met1.png
The bar under the picture is 10 um long. Cells faint in the background.
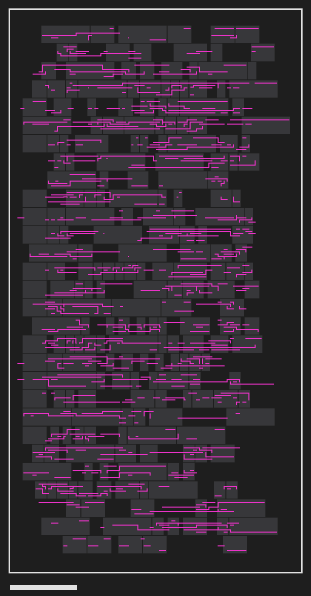
metal_stack.png
The bar under the picture is 10 um long. Two of the layers only.
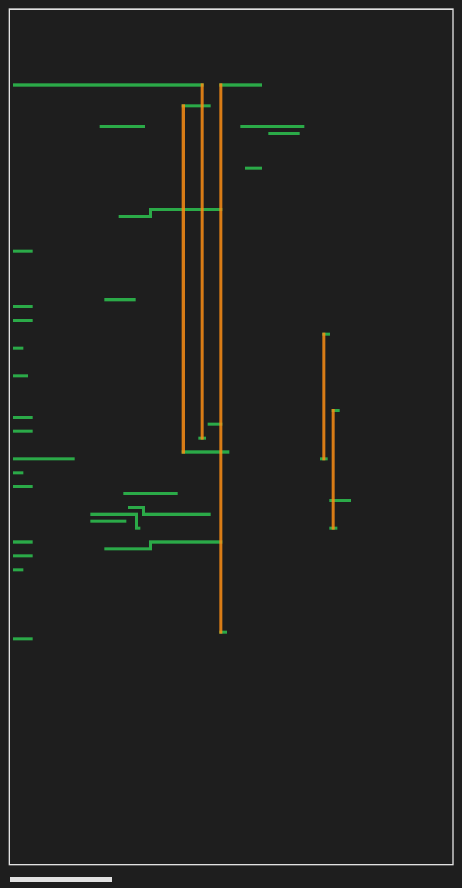
zoom.png
The bar under the picture is 5 um long. Window x 23 to 43, y 53 to 73 um. Cells in grey, sequential cells in the stronger grey; small squares are vias.
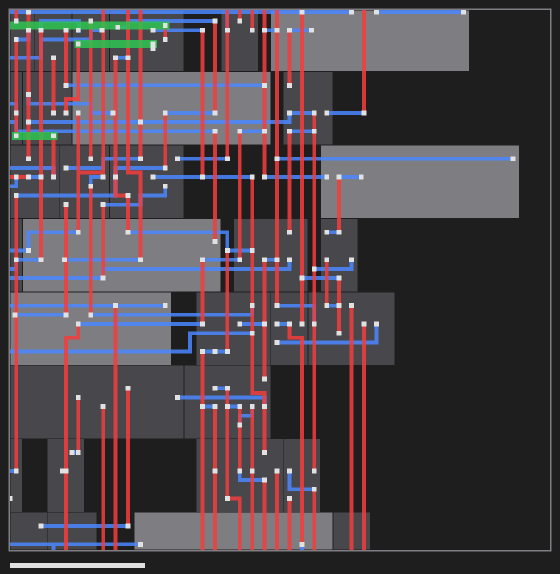
final_congestion.png
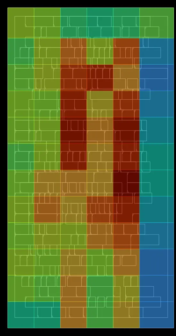
wire_density.png
The die is cut into 9 by 17 equal tiles; white is low, dark blue is high, scaled to the fullest tile. Values are wire area over tile area, all layers added.
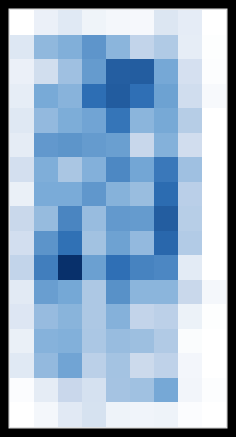
`src/rtl/rsa_pkg.sv`:
```
// Shared definitions for the RSA datapath blocks.
package rsa_pkg;

    localparam int unsigned DEF_WIDTH = 6;
    localparam int unsigned CNT_W     = $clog2(2 * DEF_WIDTH);

    typedef enum logic [1:0] {
        IDLE = 2'd0,
        RUN  = 2'd1,
        DONE = 2'd2
    } state_t;

    // Bit-counter width needed to index every bit of a 2*w-bit product.
    function automatic int unsigned cnt_width(input int unsigned w);
        return $clog2(2 * w);
    endfunction

endpackage

```
`src/rtl/mod_sub_step.sv`:
```
// One restoring shift-subtract step: shifts the next product bit into the
// running remainder and subtracts the modulus when it fits.
module mod_sub_step
    import rsa_pkg::*;
#(
    parameter int unsigned WIDTH = DEF_WIDTH
) (
    input  logic [WIDTH-1:0] r,
    input  logic             bit_in,
    input  logic [WIDTH-1:0] n,
    output logic [WIDTH-1:0] r_next
);

    logic [WIDTH:0] t;

    // Compare the widened trial value against the modulus; since r < n the
    // difference always fits back into WIDTH bits.
    always_comb begin
        t = {r, bit_in};
        if (t >= {1'b0, n}) begin
            r_next = WIDTH'(t - {1'b0, n});
        end else begin
            r_next = WIDTH'(t);
        end
    end

endmodule

```
`src/rtl/mod_reduce.sv`:
```
// Sequential modular reducer: remainder = product mod modulus, computed one
// product bit per clock by restoring shift-subtract.
module mod_reduce
    import rsa_pkg::*;
#(
    parameter int unsigned WIDTH = DEF_WIDTH
) (
    input  logic               clk,
    input  logic               rst,
    input  logic               start,
    input  logic [2*WIDTH-1:0] product,
    input  logic [WIDTH-1:0]   modulus,
    output logic               busy,
    output logic               valid,
    output logic [WIDTH-1:0]   remainder,
    output logic               err
);

    localparam int unsigned     CW       = cnt_width(WIDTH);
    localparam logic [CW-1:0]   CNT_LAST = CW'(2 * WIDTH - 1);

    state_t               state;
    state_t               state_next;
    logic                 accept;

    logic [2*WIDTH-1:0]   p;
    logic [WIDTH-1:0]     n;
    // The accumulator's top compare bit exists only inside the step logic;
    // between steps r < n always holds, so WIDTH bits are stored.
    logic [WIDTH-1:0]     r;
    logic [WIDTH-1:0]     r_next;
    logic [CW-1:0]        cnt;

    mod_sub_step #(
        .WIDTH (WIDTH)
    ) u_step (
        .r      (r),
        .bit_in (p[2*WIDTH-1]),
        .n      (n),
        .r_next (r_next)
    );

    // State register.
    always_ff @(posedge clk) begin
        if (rst) begin
            state <= IDLE;
        end else begin
            state <= state_next;
        end
    end

    // Next-state decode and status outputs.
    always_comb begin
        state_next = state;
        accept     = 1'b0;
        busy       = 1'b0;
        valid      = 1'b0;
        unique case (state)
            IDLE: begin
                if (start) begin
                    accept     = 1'b1;
                    state_next = (modulus == '0) ? DONE : RUN;
                end
            end
            RUN: begin
                busy = 1'b1;
                if (cnt == '0) begin
                    state_next = DONE;
                end
            end
            DONE: begin
                valid = 1'b1;
                if (start) begin
                    accept     = 1'b1;
                    state_next = (modulus == '0) ? DONE : RUN;
                end else begin
                    state_next = IDLE;
                end
            end
            default: state_next = IDLE;
        endcase
    end

    // Operand capture, shift-subtract datapath and result registers.
    always_ff @(posedge clk) begin
        if (rst) begin
            p         <= '0;
            n         <= '0;
            r         <= '0;
            cnt       <= '0;
            remainder <= '0;
            err       <= 1'b0;
        end else if (accept) begin
            p         <= product;
            n         <= modulus;
            r         <= '0;
            cnt       <= CNT_LAST;
            remainder <= '0;
            err       <= (modulus == '0);
        end else if (state == RUN) begin
            r   <= r_next;
            p   <= {p[2*WIDTH-2:0], 1'b0};
            cnt <= cnt - CW'(1);
            if (cnt == '0) begin
                remainder <= r_next;
            end
        end
    end

endmodule

```
`config.mk`:
```
export PLATFORM = sky130hd
export DESIGN_NAME = mod_reduce
export DESIGN_NICKNAME = d
export VERILOG_FILES = /design/src/rtl/rsa_pkg.sv /design/src/rtl/mod_sub_step.sv /design/src/rtl/mod_reduce.sv
export SDC_FILE = /design/constraint.sdc
export NUM_CORES = 1
export LEC_CHECK = 0
export CAP_MARGIN = 30
export CORE_ASPECT_RATIO = 2
export CORE_MARGIN = 1.5
export CORE_UTILIZATION = 53
export CTS_BUF_LIST = sky130_fd_sc_hd__clkbuf_8
export CTS_CLUSTER_SIZE = 30
export DETAILED_ROUTE_END_ITERATION = 8
export PLACE_DENSITY = 0.8
export SLEW_MARGIN = 20
export SYNTH_ARGS = -nofsm -noshare
export SYNTH_HDL_FRONTEND = slang
export SYNTH_SLANG_ARGS = --single-unit
```
`constraint.sdc`:
```
create_clock -name clk -period 2.35 [get_ports clk]
set_input_delay 0.235 -clock clk [delete_from_list [all_inputs] [get_ports clk]]
set_output_delay 0.235 -clock clk [all_outputs]
set_load 0.02 [all_outputs]
```
==> out/metrics.csv <==
stage;metric;value;unit
worst_setup_path;worst-endpoint-arrival;2.38;ns
cells_and_area;mostFrequentLayoutCell;dfxtp_1;
run_status;outcome;finished, final reports clean;
synth;ys_ff;37;
clock_network;clock.latency.late_pin;0.29;ns
detailed_routing;drtIter0Drc;32;
power;p_sw_share;31.3;%
worst_setup_path;worstSetupEndpointType;flop;
synth;synth_simple_gate_area_share;18.8;%
global_routing;first_global_vias;1572;
worst_setup_path;cp_slowest_stage_delay;0.38;ns
sta;slew_violations;0;
synth;yosys_area;1730;um^2
sta;final_min_period_over_clock_period;94.7;%
clock_network;ctsRootBufferMaster;clkbuf_8;
cells_and_area;final_design_area_no_fill;2140;um^2
sta;layout_setup_ws;0.125;ns
synth;dominantRegCellSynth;dfxtp_1;
clock_network;clock_path_buffers;2;
sta;slew_headroom;61.8;%
die;floorplan.rows;29;
synth;post_synth_inst_count;209;
min_path;worstHoldStart;err;
worst_setup_path;cp_data_required_time;2.51;ns
power;power;1.56;mW
place;port-buffer-count;29;
detailed_routing;drtAntennaViolNets;0;
sta;fin_skew;0.00547;ns
synth;total_standard_cell_area_after_synthesis;1730;um^2
global_routing;grt_start_max_net_pins;25;
clock_network;postCtsHoldBufs;0;
sta;fmaxAchievable;450;MHz
power;intPower;1.07;mW
cells_and_area;area_growth_syn_to_layout;23.5;%
worst_setup_path;worstSetupStartpoint;n[4];
clock_network;clkTransAtPathRegs;0.07;ns
power;power_density;727;nW/um^2
Notes on met1.png above:
nets with wire on the layer: 243
share of all routed wire: 38%
wire length on this layer: 1490 um
longest straight run: 18.9 um
main direction: horizontal
global-route met1 utilization: 26.0%
total via count in the routed design: 1607
Post-Route WL: 3890 um

Notes on metal_stack.png above:
legend:
  green:
    layer: met3
    wire_length: 119 um
  orange:
    layer: met4
    wire_length: 146 um
global-route usage over all layers: 24.5%
drt wl/cell: 14.3 um

Notes on zoom.png above:
legend:
  blue:
    layer: met1
  red:
    layer: met2
  green:
    layer: met3
sequential cells in the window: 6
cells with their middle in the window: 28
most frequent: dfxtp_1 (6)
netlist names of flops here include: `r` (3), `remainder` (2)

Notes on final_congestion.png above:
global routing usage on met2: 42.3%
most used routing layer in global routing: met2
GR Layer Usage met3: 4.33%
share of the core filled with cells: 67.8%

Notes on wire_density.png above:
mean over tiles: 0.17
fullest tile: 0.51
nearly empty tiles: 12%
tiles over half the peak: 27%
emptiest ninth of the die: lower right

## cell families after synthesis
family | Yosys count
multiplexers | 4
XOR/XNOR | 6
AND/OR/NAND/NOR | 73
buffers and inverters | 20
AND-OR/OR-AND | 60
flip-flops | 37
adder cells (fa/ha/maj) | 9
## critical path, delay by kind of cell, from the launching register on
kind	cells	cell delay, ns
AND-OR/OR-AND	3	0.86
buffers and inverters	1	0.05
adder cells (fa/ha/maj)	1	0.35
flip-flops	1	0.33
multiplexers	1	0.28
AND/OR/NAND/NOR	1	0.21
## power by group through the flow
stage	combinational [mW]	clock (mW)	sequential, mW
after floorplan	0.305	0	0.719
after global placement	0.409	0	0.721
after detailed placement	0.417	0	0.723
after CTS	0.418	0.430	0.709
after global routing	0.470	0.461	0.716
final	0.426	0.420	0.710
## synthesized netlist by cell type, drive strengths merged (2+ instances only)
cell type	count	area share [%]
dfxtp	37	43
xnor2	4	2.0
o311ai	2	1.0
a22oi	4	1.7
o22ai	6	2.2
xor2	2	1.0
a21oi	27	7.8
mux2i	4	2.3
nand3	2	0.58
ha	8	5.8
a32oi	2	1.0
o21ai	7	2.0
or3	2	0.72
nor3	7	2.0
nor2	23	5.0
o211ai	4	1.7
inv	10	2.2
nor2b	4	1.4
clkbuf	9	1.9
nand2	27	5.8
nand2b	4	1.4
a221oi	2	1.0
## final cells by class
| class | instances | area (um^2) |
|---|---|---|
| Fill cell | 254 | 1020 |
| Multi-Input combinational cell | 152 | 913 |
| Sequential cell | 37 | 741 |
| Timing Repair Buffer | 34 | 328 |
| Clock buffer | 5 | 68.8 |
| Tap cell | 31 | 38.8 |
| Inverter | 10 | 37.5 |
| Clock inverter | 3 | 13.8 |
## state kept, by name (all words and copies together), names as in the netlist
register,count
r,6
p,12
cnt,4
err,1
remainder,6
n,6
state,2
Power is estimated from default activity; no workload was simulated.
